Figure 1. Clock wires, drivers and flops (run 1).
Scale bar: 20 um.
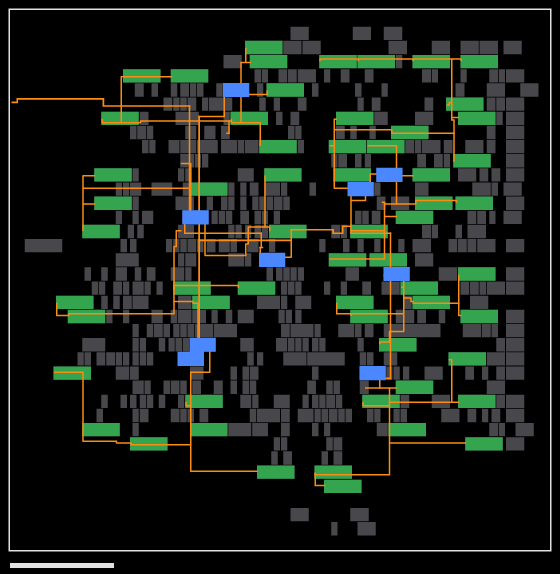
Figure 2. Cell classes on the final placement (run 1).
Scale bar: 20 um.
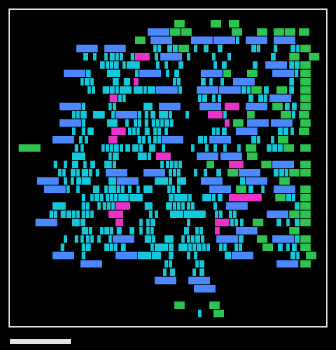
Figure 3. Routing congestion map (run 1).
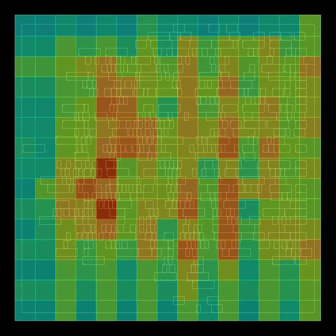
Figure 4. Gate-type map (run 1).
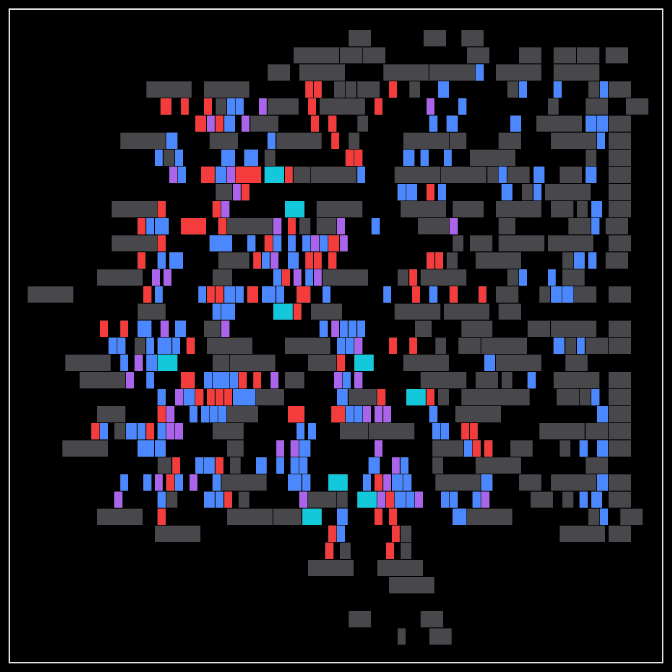
File: src/rtl/display_pkg.sv
// Shared display definitions: VGA 640x480@60 timing, pixel formats and colour expansion.
package display_pkg;

    localparam int CNT_W        = 10;

    localparam int VGA_H_VIS    = 640;
    localparam int VGA_H_FP     = 16;
    localparam int VGA_H_SYNC   = 96;
    localparam int VGA_H_BP     = 48;
    localparam int VGA_V_VIS    = 480;
    localparam int VGA_V_FP     = 10;
    localparam int VGA_V_SYNC   = 2;
    localparam int VGA_V_BP     = 33;

    typedef struct packed {
        logic [4:0] r5;
        logic [5:0] g6;
        logic [4:0] b5;
    } rgb565_t;

    typedef struct packed {
        logic [7:0] r8;
        logic [7:0] g8;
        logic [7:0] b8;
    } rgb888_t;

    // Per-pixel control bits carried alongside the memory fetch.
    typedef struct packed {
        logic hsync_n;
        logic vsync_n;
        logic visible;
        logic in_win;
    } pix_ctl_t;

    // Replicate the top bits into the low bits so full-scale 565 maps to 0xFF.
    function automatic rgb888_t rgb565_to_rgb888(input rgb565_t c);
        rgb888_t o;
        o.r8 = {c.r5, c.r5[4:2]};
        o.g8 = {c.g6, c.g6[5:4]};
        o.b8 = {c.b5, c.b5[4:2]};
        return o;
    endfunction

endpackage

File: src/rtl/vga_timing_gen.sv
// Pixel-rate tick from a divide-by-two phase flop, h/v raster counters and raw sync/visible flags.
module vga_timing_gen
    import display_pkg::*;
#(
    parameter int H_VIS  = VGA_H_VIS,
    parameter int H_FP   = VGA_H_FP,
    parameter int H_SYNC = VGA_H_SYNC,
    parameter int H_BP   = VGA_H_BP,
    parameter int V_VIS  = VGA_V_VIS,
    parameter int V_FP   = VGA_V_FP,
    parameter int V_SYNC = VGA_V_SYNC,
    parameter int V_BP   = VGA_V_BP
) (
    input  logic             clk,
    input  logic             rst,
    output logic             tick,
    output logic             pixel_phase,
    output logic [CNT_W-1:0] h_cnt,
    output logic [CNT_W-1:0] v_cnt,
    output logic             hsync_raw_n,
    output logic             vsync_raw_n,
    output logic             visible,
    output logic             frame_start
);

    localparam logic [CNT_W-1:0] H_LAST = CNT_W'(H_VIS + H_FP + H_SYNC + H_BP - 1);
    localparam logic [CNT_W-1:0] V_LAST = CNT_W'(V_VIS + V_FP + V_SYNC + V_BP - 1);
    localparam logic [CNT_W-1:0] HS_BEG = CNT_W'(H_VIS + H_FP);
    localparam logic [CNT_W-1:0] HS_END = CNT_W'(H_VIS + H_FP + H_SYNC);
    localparam logic [CNT_W-1:0] VS_BEG = CNT_W'(V_VIS + V_FP);
    localparam logic [CNT_W-1:0] VS_END = CNT_W'(V_VIS + V_FP + V_SYNC);
    localparam logic [CNT_W-1:0] H_VIS_C = CNT_W'(H_VIS);
    localparam logic [CNT_W-1:0] V_VIS_C = CNT_W'(V_VIS);

    always_ff @(posedge clk) begin
        if (rst) begin
            pixel_phase <= 1'b0;
            h_cnt       <= '0;
            v_cnt       <= '0;
        end else begin
            pixel_phase <= ~pixel_phase;
            if (pixel_phase) begin
                if (h_cnt == H_LAST) begin
                    h_cnt <= '0;
                    if (v_cnt == V_LAST) begin
                        v_cnt <= '0;
                    end else begin
                        v_cnt <= v_cnt + 1'b1;
                    end
                end else begin
                    h_cnt <= h_cnt + 1'b1;
                end
            end
        end
    end

    assign tick        = pixel_phase;
    assign hsync_raw_n = !((h_cnt >= HS_BEG) && (h_cnt < HS_END));
    assign vsync_raw_n = !((v_cnt >= VS_BEG) && (v_cnt < VS_END));
    assign visible     = (h_cnt < H_VIS_C) && (v_cnt < V_VIS_C);
    assign frame_start = tick && (h_cnt == '0) && (v_cnt == '0);

endmodule

File: src/rtl/vga_frame_reader.sv
// Scans the image memory in raster order for a scaled, positioned window and drives the video DAC;
// sync/blank travel through the same two-tick pipeline as the fetched colour.
module vga_frame_reader
    import display_pkg::*;
#(
    parameter int H_VIS  = VGA_H_VIS,
    parameter int H_FP   = VGA_H_FP,
    parameter int H_SYNC = VGA_H_SYNC,
    parameter int H_BP   = VGA_H_BP,
    parameter int V_VIS  = VGA_V_VIS,
    parameter int V_FP   = VGA_V_FP,
    parameter int V_SYNC = VGA_V_SYNC,
    parameter int V_BP   = VGA_V_BP,
    parameter int IMG_W  = 128,
    parameter int IMG_H  = 128,
    parameter int SCALE  = 2,
    parameter int X0     = 192,
    parameter int Y0     = 112,
    parameter int ADDR_W = 14
) (
    input  logic              clk,
    input  logic              rst,
    output logic [ADDR_W-1:0] mem_address,
    output logic              mem_read_enable,
    input  logic [15:0]       mem_data,
    output logic              vga_clk,
    output logic              vga_hsync,
    output logic              vga_vsync,
    output logic              vga_blank_n,
    output logic              vga_sync_n,
    output logic [7:0]        vga_r,
    output logic [7:0]        vga_g,
    output logic [7:0]        vga_b,
    output logic              frame_start
);

    localparam int               SCALE_SH = $clog2(SCALE);
    localparam logic [CNT_W-1:0] WIN_X0   = CNT_W'(X0);
    localparam logic [CNT_W-1:0] WIN_X1   = CNT_W'(X0 + IMG_W * SCALE);
    localparam logic [CNT_W-1:0] WIN_Y0   = CNT_W'(Y0);
    localparam logic [CNT_W-1:0] WIN_Y1   = CNT_W'(Y0 + IMG_H * SCALE);

    logic             tick;
    logic [CNT_W-1:0] h_cnt;
    logic [CNT_W-1:0] v_cnt;
    logic             hsync_raw_n;
    logic             vsync_raw_n;
    logic             visible;

    vga_timing_gen #(
        .H_VIS  (H_VIS),
        .H_FP   (H_FP),
        .H_SYNC (H_SYNC),
        .H_BP   (H_BP),
        .V_VIS  (V_VIS),
        .V_FP   (V_FP),
        .V_SYNC (V_SYNC),
        .V_BP   (V_BP)
    ) u_timing (
        .clk         (clk),
        .rst         (rst),
        .tick        (tick),
        .pixel_phase (vga_clk),
        .h_cnt       (h_cnt),
        .v_cnt       (v_cnt),
        .hsync_raw_n (hsync_raw_n),
        .vsync_raw_n (vsync_raw_n),
        .visible     (visible),
        .frame_start (frame_start)
    );

    logic             in_win;
    logic [CNT_W-1:0] dx;
    logic [CNT_W-1:0] dy;
    logic [CNT_W-1:0] col;
    logic [CNT_W-1:0] row;
    logic [ADDR_W-1:0] addr_calc;

    assign in_win    = (h_cnt >= WIN_X0) && (h_cnt < WIN_X1) &&
                       (v_cnt >= WIN_Y0) && (v_cnt < WIN_Y1);
    assign dx        = h_cnt - WIN_X0;
    assign dy        = v_cnt - WIN_Y0;
    assign col       = dx >> SCALE_SH;
    assign row       = dy >> SCALE_SH;
    assign addr_calc = ADDR_W'(row) * ADDR_W'(IMG_W) + ADDR_W'(col);

    pix_ctl_t s1_ctl;

    // Stage 1: issue the read; the strobe lasts one clk, the address is held between reads.
    always_ff @(posedge clk) begin
        if (rst) begin
            mem_address     <= '0;
            mem_read_enable <= 1'b0;
            s1_ctl          <= '{hsync_n: 1'b1, vsync_n: 1'b1, visible: 1'b0, in_win: 1'b0};
        end else begin
            mem_read_enable <= 1'b0;
            if (tick) begin
                mem_read_enable <= in_win;
                if (in_win) begin
                    mem_address <= addr_calc;
                end
                s1_ctl <= '{hsync_n: hsync_raw_n, vsync_n: vsync_raw_n,
                            visible: visible, in_win: in_win};
            end
        end
    end

    rgb888_t pix_rgb;
    assign pix_rgb = rgb565_to_rgb888(rgb565_t'(mem_data));

    // Stage 2: memory answered on the clk between ticks, so mem_data is valid here.
    always_ff @(posedge clk) begin
        if (rst) begin
            vga_hsync   <= 1'b1;
            vga_vsync   <= 1'b1;
            vga_blank_n <= 1'b0;
            vga_r       <= '0;
            vga_g       <= '0;
            vga_b       <= '0;
        end else if (tick) begin
            vga_hsync   <= s1_ctl.hsync_n;
            vga_vsync   <= s1_ctl.vsync_n;
            vga_blank_n <= s1_ctl.visible;
            if (s1_ctl.in_win) begin
                vga_r <= pix_rgb.r8;
                vga_g <= pix_rgb.g8;
                vga_b <= pix_rgb.b8;
            end else begin
                vga_r <= '0;
                vga_g <= '0;
                vga_b <= '0;
            end
        end
    end

    assign vga_sync_n = 1'b0;

endmodule

File: config.mk
export PLATFORM = sky130hd
export DESIGN_NAME = vga_frame_reader
export DESIGN_NICKNAME = d
export VERILOG_FILES = /design/src/rtl/display_pkg.sv /design/src/rtl/vga_timing_gen.sv /design/src/rtl/vga_frame_reader.sv
export SDC_FILE = /design/constraint.sdc
export NUM_CORES = 1
export LEC_CHECK = 0
export ABC_AREA = 1
export CORE_MARGIN = 2
export CORE_UTILIZATION = 30
export CTS_CLUSTER_DIAMETER = 80
export CTS_CLUSTER_SIZE = 12
export DETAILED_ROUTE_END_ITERATION = 16
export HOLD_SLACK_MARGIN = 0.05
export PLACE_DENSITY = 0.54
export SKIP_CTS_REPAIR_TIMING = 1
export SLEW_MARGIN = 10
export SYNTH_ARGS = -nofsm -noshare
export SYNTH_HDL_FRONTEND = slang
export SYNTH_HIERARCHICAL = 1
export SYNTH_SLANG_ARGS = --single-unit
File: constraint.sdc
create_clock -name clk -period 3.1 [get_ports clk]
set_input_delay 0.465 -clock clk [delete_from_list [all_inputs] [get_ports clk]]
set_output_delay 0.465 -clock clk [all_outputs]
set_load 0.05 [all_outputs]
==> impl_metrics.yaml, run 1 <==
# physical design summary
critical_path:
  cp.buffers_inverters: 2
  r2r-start: "u_timing/h_cnt[7]"
  crit_start_category: "register"
  crit_cells: 5
  r2r-end: "mem_address[13]"
  criticalPathCategory: "register to primary output"
  critical-path-top-delay-family: "flip-flops"
  crit_path_end_kind: "primary output"
  worst-r2r-cell-count: 16
  slowest_stage: "sky130_fd_sc_hd__dfxtp_1"
  critPathMaxStageDelay_ps: 710
  timing.critical_path.to: "frame_start"
  critical_path_peak_fanout: 15
  critPathLaunch: "u_timing/pixel_phase"
  cp_data_required_time_ps: 2630
  setup.reg_to_reg.worst_slack_ps: 880
  path_cells: "inv_1 > nor4_1 > nand2_1 > nor2_1 > buf_12"
sta:
  max_slew.worst_pin.slew_ps: 693
  layout_min_cycle_time_ps: 2520
  setup_repair_after_global_routing_missed_its_margin: "no"
  fmax_ghz: 0.397
  post-route-period-util: 0.813
  fin_ws_ps: 579
  final.hold.worst_slack_ps: 461
  max-slew-margin-rel: 0.538
  number_of_pins_exceeding_their_max_slew_limit_in_the_final_report: 0
  skew_ps: 8.32
  totalNegativeSetupSlack_ps: 0
  finalSetupViolations: 0
  final-hold-violation-count: 0
clock_tree:
  tritoncts: "built"
  clock_tree.buffer_depth: 2
  clkLatencyLatePin_ps: 340
  worst_setup_hold_path_clk_slew_ps: 70
  cts.sinks: 59
  root_buffer: "sky130_fd_sc_hd__clkbuf_8"
  numCtsBuffers: 9
  htree_num_levels: 3
power_and_ir_drop:
  power_density_nw_per_um2: 410
  cellInternalPower_mw: 1.18
  power.share.switching: 0.251
  p_comb_mw: 0.108
  fin_total_pwr_mw: 1.57
  pwr-share-seq: 0.493
  combPwrFrac: 0.068
  seq_cell_power_mw: 0.776
  leading_power_group: "registers"
  netSwitchingPower_mw: 0.395
  pwr-share-clk: 0.438
  p_leak_nw: 1.55
  clock_net_power_mw: 0.689
synth:
  ys_sh_xor: 0.0264
  synth-adder-area-share: 0.0486
  netlist_top_cells_area: "sky130_fd_sc_hd__dfxtp_1 40%, sky130_fd_sc_hd__nand2_1 12%, sky130_fd_sc_hd__nor2_1 9.2%, sky130_fd_sc_hd__nand3_1 6.7%, sky130_fd_sc_hd__inv_1 5.5%"
  mappedNetlistArea_um2: 2990
  yosysCellCount: 431
  yosys.stat.seqShare: 0.395
  syn_area_per_cell_um2: 6.93
  ys_types: 31
  top_cell_area_share: 0.395
  yosys-stat-area_um2: 2990
  post_synth_and_or_nand_nor_area_fraction: 0.343
  async_reset_ff_frac: 0
  synth.top_cells.by_count: "99 x sky130_fd_sc_hd__nand2_1, 73 x sky130_fd_sc_hd__nor2_1, 59 x sky130_fd_sc_hd__dfxtp_1"
  syn_inst: 431
  synthTopLogicFamily: "simple AND/OR/NAND/NOR gates"
  yosysWarnings: 6
  synth.area.mux_share: 0
  ys.flops: 59
  edf_count: 0
  aoi_share: 0.0754
  flop_cell: "sky130_fd_sc_hd__dfxtp_1"
  top_cell: "sky130_fd_sc_hd__nand2_1"
final_layout:
  flip_flop_count_of_the_largest_register_after_layout: 14
  clock_buffers: 9
  post-route-cell-area_um2: 3830
  inverters_excl_clock: 46
  drive_above_1_share: 0.0700
  area_share_nonclk_buffers: 0.168
  biggestCellCategory: "combinational gates"
  final-clk-cell-share: 0.0503
  final_cell_mix: "99 x sky130_fd_sc_hd__nand2_1, 73 x sky130_fd_sc_hd__nor2_1, 60 x sky130_fd_sc_hd__clkdlybuf4s50_1"
  final_nets: 510
  registers.top_by_ff_count: "mem_address"
  nMultiInputCombCells: 301
  antenna_cells: 0
  fill_cells: 1065
  largestRegisters: "mem_address (14), u_timing/h_cnt (10), u_timing/v_cnt (10)"
  seq_cell_count: 59
  area.sequential_um2: 1180
  nonClockBufferCount: 64
  syn2layout_area_growth_pct: 28.4
  logic_area_um2: 1480
worst_hold_path:
  timing.hold.worst.start: "vga_vsync"
  holdCritPathClass: "register to register"
  holdPathStages: 2
  hold_end: "vga_vsync"
job:
  number_of_openroad_warnings: 30
  maxCapViolations: 0
drt:
  finalWirelength_mm: 7.32
  route.met3.wl_um: 427
  antenna_left: 0
  vias_per_cell: 4.52
  drt_first_pass_iters: 4
  met2_length_mm: 3.17
  maxUsedRoutingLayer: "met4"
  via_count: 2795
  wl_met1_mm: 3.62
  drt_iter0_drc: 161
  remaining_drc_errors: 0
floorplanning:
  tap_cells: 133
  die.size.x_um: 104
  floorplanUtilization: 0.307
  die_area_um2: 10800
grt:
  grtUsageMet2: 0.215
  grt_pass1_vias: 2567
  grt_antenna_before_repair: 0
  met1_usage: 0.193
  grt_max_degree: 24
  grt_remaining_overflow: 0
  grt_pass1_wl_mm: 12.5
placement:
  dp.final_hpwl_mm: 5.30
  pre_cts_slack_ps: 874
  post_dp_cell_area_um2: 3640
  place.detailed.instances: 603
  finalWeightedCongestion: 0.860
status:
  outcome: "finished, final reports clean"
About Figure 1:
Orange marks clock wires, length 872 um. Green marks flip-flops, count 59. Blue marks clock-net drivers, count 9.
Position of the flops: widely spread.

About Figure 2:
Blue marks registers, cells 59, share of their area 32%. Magenta marks clock drivers and dummy loads, cells 16, share of their area 5.3%. Green marks remaining buffers and delay cells, cells 64, share of their area 18%. Cyan marks remaining logic cells, cells 347, share of their area 45%.
fraction of standard cell area that is sequential: 0.308
number of cell rows: 36

About Figure 3:
combined global-route utilization of all metal layers: 0.141
layer with the highest usage: met2
core utilization of the finished layout: 0.394
met3 Use GR: 0.0378
post-detailed-route wirelength per cell: 11.8 um

About Figure 4:
Blue marks nand cells, cells 153. Red marks nor cells, cells 84. Cyan marks xor and xnor cells, cells 9. Purple marks inv cells, cells 46.
logic share of the area: 0.385
filler-free cell count of the finished design: 619
most frequently placed logic cell in the final layout: sky130_fd_sc_hd__nand2_1

==> run 2: changes to the inputs <==
clock period = 2.4 ns   (was 3.1 ns; I/O delays follow)
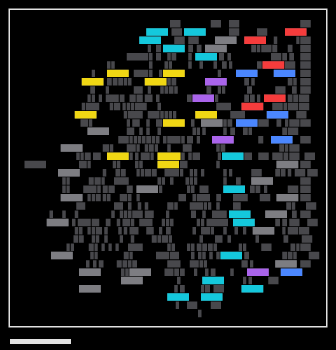
Figure 5: run 2, sequential cells grouped by signal name.
Scale bar: 20 um.
Red marks vga_r, flops 5, where top right. Cyan marks mem_address, flops 14. Yellow marks u_timing/h_cnt, flops 10. Purple marks s1_ctl, flops 4. Blue marks vga_g, flops 6.

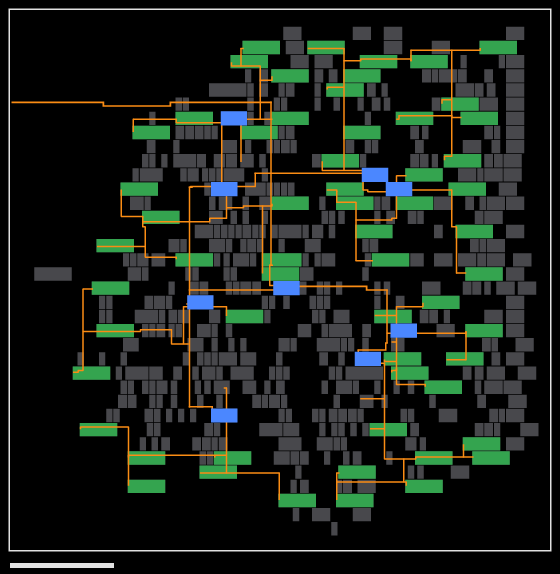
Figure 6: run 2, clock wires, drivers and flops.
Scale bar: 20 um.
Green marks flip-flops, count 59. Blue marks clock-net drivers, count 9. Orange marks clock wires, length 847 um.
Position of the flops: widely spread. There are 10 routed clock nets.
Post-Route Skew: 10.7 ps
worst skew pair latency: 350 ps
portion of total power attributed to the clock network: 0.413
reported clock group power: 0.808 mW

==> run 2 against run 1 <==
  * Die size is the same
  * Clock power up 17%
  * Setup slack got worse by 300 ps
  * Combinational power rose by 38%
  * Count of clock-buffer cells in the layout did not move
  * Via count up 1.1%
  * Sequential share of layout area shrank 0.11 points
  * Design area is 0.46% higher
  * Critical path type unchanged
  * Largest cell class unchanged
==> impl_metrics.yaml, run 2 <==
# physical design summary
status:
  outcome: "finished, final reports clean"
synth:
  ys_sh_xor: 0.0264
  synth.top_cells.by_count: "99 x sky130_fd_sc_hd__nand2_1, 73 x sky130_fd_sc_hd__nor2_1, 59 x sky130_fd_sc_hd__dfxtp_1"
  netlist_top_cells_area: "sky130_fd_sc_hd__dfxtp_1 40%, sky130_fd_sc_hd__nand2_1 12%, sky130_fd_sc_hd__nor2_1 9.2%, sky130_fd_sc_hd__nand3_1 6.7%, sky130_fd_sc_hd__inv_1 5.5%"
  synth.area.mux_share: 0
  yosys.stat.seqShare: 0.395
  aoi_share: 0.0754
  mappedNetlistArea_um2: 2990
  synth-adder-area-share: 0.0486
  top_cell_area_share: 0.395
  flop_cell: "sky130_fd_sc_hd__dfxtp_1"
  edf_count: 0
  ys_types: 31
  post_synth_and_or_nand_nor_area_fraction: 0.343
  yosysWarnings: 6
  ys.flops: 59
  syn_area_per_cell_um2: 6.93
  top_cell: "sky130_fd_sc_hd__nand2_1"
drt:
  met2_length_mm: 3.30
  vias_per_cell: 4.55
  drt_first_pass_iters: 4
  wl_per_cell_um: 12.0
  wl_met1_mm: 3.67
  route.met3.wl_um: 392
  antenna_left: 0
  via_count: 2827
  drt_iter0_drc: 97
placement:
  dp.final_hpwl_mm: 5.42
  place.detailed.instances: 606
  pre_cts_slack_ps: 231
power_and_ir_drop:
  p_leak_nw: 1.55
  seq_cell_power_mw: 0.998
  netSwitchingPower_mw: 0.529
  power_density_nw_per_um2: 508
  p_comb_mw: 0.149
  combPwrFrac: 0.076
sta:
  finalSetupViolations: 0
  final-hold-violation-count: 0
  post-route-period-util: 0.882
  layout_min_cycle_time_ps: 2120
  final.hold.worst_slack_ps: 461
  totalNegativeSetupSlack_ps: 0
clock_tree:
  tritoncts: "built"
  clock_tree.buffer_depth: 2
  cts.sinks: 59
  root_buffer: "sky130_fd_sc_hd__clkbuf_8"
floorplanning:
  die.size.x_um: 104
  floorplanUtilization: 0.307
  tap_cells: 133
  die_area_um2: 10800
  placement_rows: 36
final_layout:
  syn2layout_area_growth_pct: 28.9
  final_cell_mix: "99 x sky130_fd_sc_hd__nand2_1, 73 x sky130_fd_sc_hd__nor2_1, 59 x sky130_fd_sc_hd__clkdlybuf4s50_1"
  flip_flop_count_of_the_largest_register_after_layout: 14
  final-clk-cell-share: 0.0458
  seq_cell_count: 59
  largestRegisters: "mem_address (14), u_timing/h_cnt (10), u_timing/v_cnt (10)"
  final_nets: 513
  area.sequential_um2: 1180
  fill_cells: 1055
  final_common_cell: "sky130_fd_sc_hd__nand2_1"
  nMultiInputCombCells: 301
  logic_area_um2: 1480
  final_core_util: 0.396
  nonClockBufferCount: 67
grt:
  grt_max_degree: 29
  grt_util_all_layers: 0.143
  grt_antenna_before_repair: 0
  grtUsageMet2: 0.229
  groute.layer.met3.usage: 0.0378
  grt_pass1_wl_mm: 12.6
  met1_usage: 0.180
critical_path:
  timing.critical_path.to: "frame_start"
  path_cells: "inv_1 > nor4_1 > nand2_1 > nor2_1 > buf_12"
  critPathMaxStageDelay_ps: 480
  cp_data_required_time_ps: 2040
  critical-path-top-delay-family: "simple AND/OR/NAND/NOR gates"
  r2r-start: "u_timing/h_cnt[6]"
  slowest_stage: "sky130_fd_sc_hd__dfxtp_1"
  crit_cells: 5
  cp.buffers_inverters: 2
  criticalPathCategory: "register to primary output"
  r2r-end: "mem_address[13]"
worst_hold_path:
  timing.hold.worst.start: "s1_ctl[2]"
  holdPathStages: 2
  hold_end: "s1_ctl[2]"
job:
  number_of_openroad_warnings: 30
  maxCapViolations: 0
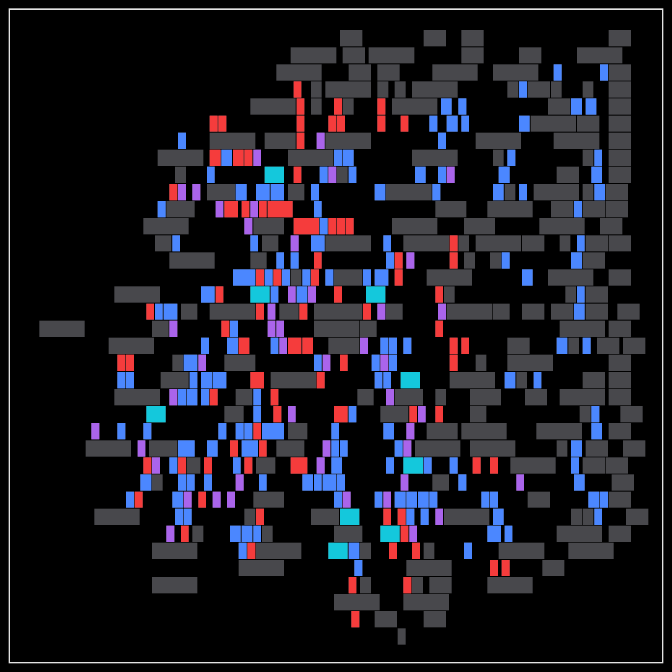
Figure 7: run 2, gate-type map.
Red marks nor cells, cells 84. Blue marks nand cells, cells 153. Cyan marks xor and xnor cells, cells 9. Purple marks inv cells, cells 46.
filler-free cell count of the finished design: 622
logic share of the area: 0.384

==> run 3: changes to the inputs <==
CTS_CLUSTER_SIZE = default   (was 12)
HOLD_SLACK_MARGIN = 0.06   (was 0.05)
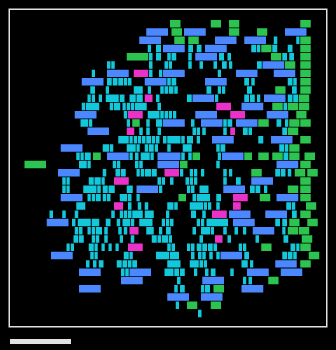
Figure 8: run 3, cell classes on the final placement.
Scale bar: 20 um.
Green marks remaining buffers and delay cells, cells 67, share of their area 18%. Cyan marks remaining logic cells, cells 347, share of their area 45%. Magenta marks clock drivers and dummy loads, cells 16, share of their area 4.8%. Blue marks registers, cells 59, share of their area 32%.
post-route cell area: 3850 um2
fraction of standard cell area that is sequential: 0.307

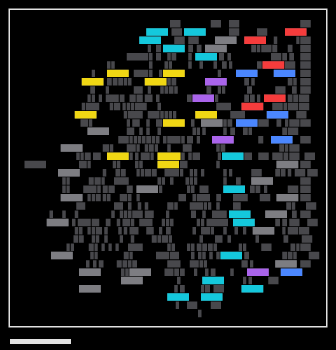
Figure 9: run 3, sequential cells grouped by signal name.
Scale bar: 20 um.
Purple marks s1_ctl, flops 4. Cyan marks mem_address, flops 14. Red marks vga_r, flops 5, where top right. Blue marks vga_g, flops 6. Yellow marks u_timing/h_cnt, flops 10.
Another 20 sequential cells are not colored.

==> run 3 against run 2 <==
  * Die size unchanged
  * Register-to-register slack about the same
  * Via count unchanged
  * First-iteration DRC count unchanged
  * Non-clock buffer count unchanged
  * Sequential power about the same
  * Hold slack unchanged
  * Synthesized cell count unchanged
  * Critical endpoint unchanged
  * Largest power group unchanged
  * Highest routed layer unchanged
==> impl_metrics.yaml, run 3 <==
# physical design summary
synth:
  top_cell: "sky130_fd_sc_hd__nand2_1"
  flop_cell: "sky130_fd_sc_hd__dfxtp_1"
  edf_count: 0
  ys_sh_xor: 0.0264
  post_synth_and_or_nand_nor_area_fraction: 0.343
  async_reset_ff_frac: 0
  synth-adder-area-share: 0.0486
  netlist_top_cells_area: "sky130_fd_sc_hd__dfxtp_1 40%, sky130_fd_sc_hd__nand2_1 12%, sky130_fd_sc_hd__nor2_1 9.2%, sky130_fd_sc_hd__nand3_1 6.7%, sky130_fd_sc_hd__inv_1 5.5%"
  yosysCellCount: 431
  ys_types: 31
  synth.area.mux_share: 0
  yosys.stat.seqShare: 0.395
  synth.top_cells.by_count: "99 x sky130_fd_sc_hd__nand2_1, 73 x sky130_fd_sc_hd__nor2_1, 59 x sky130_fd_sc_hd__dfxtp_1"
  syn_area_per_cell_um2: 6.93
  aoi_share: 0.0754
  yosys-stat-area_um2: 2990
  syn_inst: 431
  ys.flops: 59
  top_cell_area_share: 0.395
  yosysWarnings: 6
drt:
  via_count: 2827
  vias_per_cell: 4.55
  maxUsedRoutingLayer: "met4"
  wl_met1_mm: 3.67
  met2_length_mm: 3.30
  antenna_left: 0
  drt_first_pass_iters: 4
  finalWirelength_mm: 7.49
  drt_iter0_drc: 97
  route.met3.wl_um: 392
  remaining_drc_errors: 0
final_layout:
  final_core_util: 0.396
  final_cell_mix: "99 x sky130_fd_sc_hd__nand2_1, 73 x sky130_fd_sc_hd__nor2_1, 59 x sky130_fd_sc_hd__clkdlybuf4s50_1"
  flip_flop_count_of_the_largest_register_after_layout: 14
  final-clk-cell-share: 0.0458
  final_nets: 513
  final_common_cell: "sky130_fd_sc_hd__nand2_1"
  antenna_cells: 0
  registers.top_by_ff_count: "mem_address"
  area_share_nonclk_buffers: 0.175
  inverters_excl_clock: 46
  logic_area_um2: 1480
  filler_free_cell_count_of_the_finished_design: 622
  nonClockBufferCount: 67
  seq_cell_count: 59
  combAreaFraction: 0.384
  drive_above_1_share: 0.0798
  syn2layout_area_growth_pct: 28.9
  clock_buffers: 9
  nMultiInputCombCells: 301
  fill_cells: 1055
  biggestCellCategory: "combinational gates"
  area.sequential_um2: 1180
grt:
  grt_antenna_before_repair: 0
  grt_pass1_vias: 2610
  grtUsageMet2: 0.229
  grt_pass1_wl_mm: 12.6
  grt_remaining_overflow: 0
  gr-max-usage-layer: "met2"
  grt_max_degree: 29
power_and_ir_drop:
  p_leak_nw: 1.55
  pwr-share-clk: 0.413
  seq_cell_power_mw: 0.998
  pwr-share-seq: 0.511
  combPwrFrac: 0.076
  leading_power_group: "registers"
  netSwitchingPower_mw: 0.529
  fin_total_pwr_mw: 1.95
  clock_net_power_mw: 0.808
  power.share.switching: 0.271
  power_density_nw_per_um2: 508
  cellInternalPower_mw: 1.43
sta:
  final-hold-violation-count: 0
  setup_repair_after_global_routing_missed_its_margin: "no"
  final.hold.worst_slack_ps: 461
  max_slew.worst_pin.slew_ps: 699
  finalSetupViolations: 0
  skew_ps: 10.7
  totalNegativeSetupSlack_ps: 0
  number_of_pins_exceeding_their_max_slew_limit_in_the_final_report: 0
  layout_min_cycle_time_ps: 2120
  fmax_ghz: 0.472
  fin_ws_ps: 282
critical_path:
  critical_path_peak_fanout: 6
  r2r-start: "u_timing/h_cnt[6]"
  timing.critical_path.to: "frame_start"
  setup.reg_to_reg.worst_slack_ps: 310
  slowest_stage: "sky130_fd_sc_hd__dfxtp_1"
  criticalPathCategory: "register to primary output"
  critPathMaxStageDelay_ps: 480
  critical-path-top-delay-family: "simple AND/OR/NAND/NOR gates"
  crit_path_end_kind: "primary output"
  worst-r2r-cell-count: 16
  cp_data_required_time_ps: 2040
  r2r-end: "mem_address[13]"
  crit_start_category: "register"
  cp.buffers_inverters: 2
  path_cells: "inv_1 > nor4_1 > nand2_1 > nor2_1 > buf_12"
  crit_cells: 5
  critPathLaunch: "u_timing/pixel_phase"
placement:
  dp.final_hpwl_mm: 5.42
  pre_cts_slack_ps: 231
  portBuffers: 61
  place.detailed.instances: 606
floorplanning:
  die_area_um2: 10800
  floorplanUtilization: 0.307
  tap_cells: 133
worst_hold_path:
  holdPathStages: 2
  hold_end: "s1_ctl[2]"
  timing.hold.worst.start: "s1_ctl[2]"
  holdCritPathClass: "register to register"
status:
  outcome: "finished, final reports clean"
clock_tree:
  cts.sinks: 59
  root_buffer: "sky130_fd_sc_hd__clkbuf_8"
  clkLatencyLatePin_ps: 350
  htree_num_levels: 3
  tritoncts: "built"
  clock_tree.buffer_depth: 2
job:
  number_of_openroad_warnings: 30
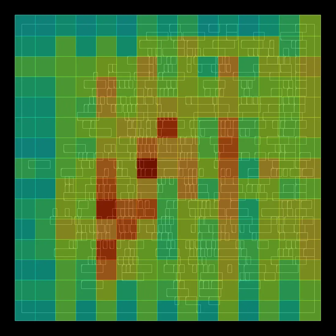
Figure 10: run 3, routing congestion map.
post-detailed-route wirelength per cell: 12.0 um
met1 Use GR: 0.180
combined global-route utilization of all metal layers: 0.143

Power figures rest on the tool's default switching activity, not on a simulated workload.
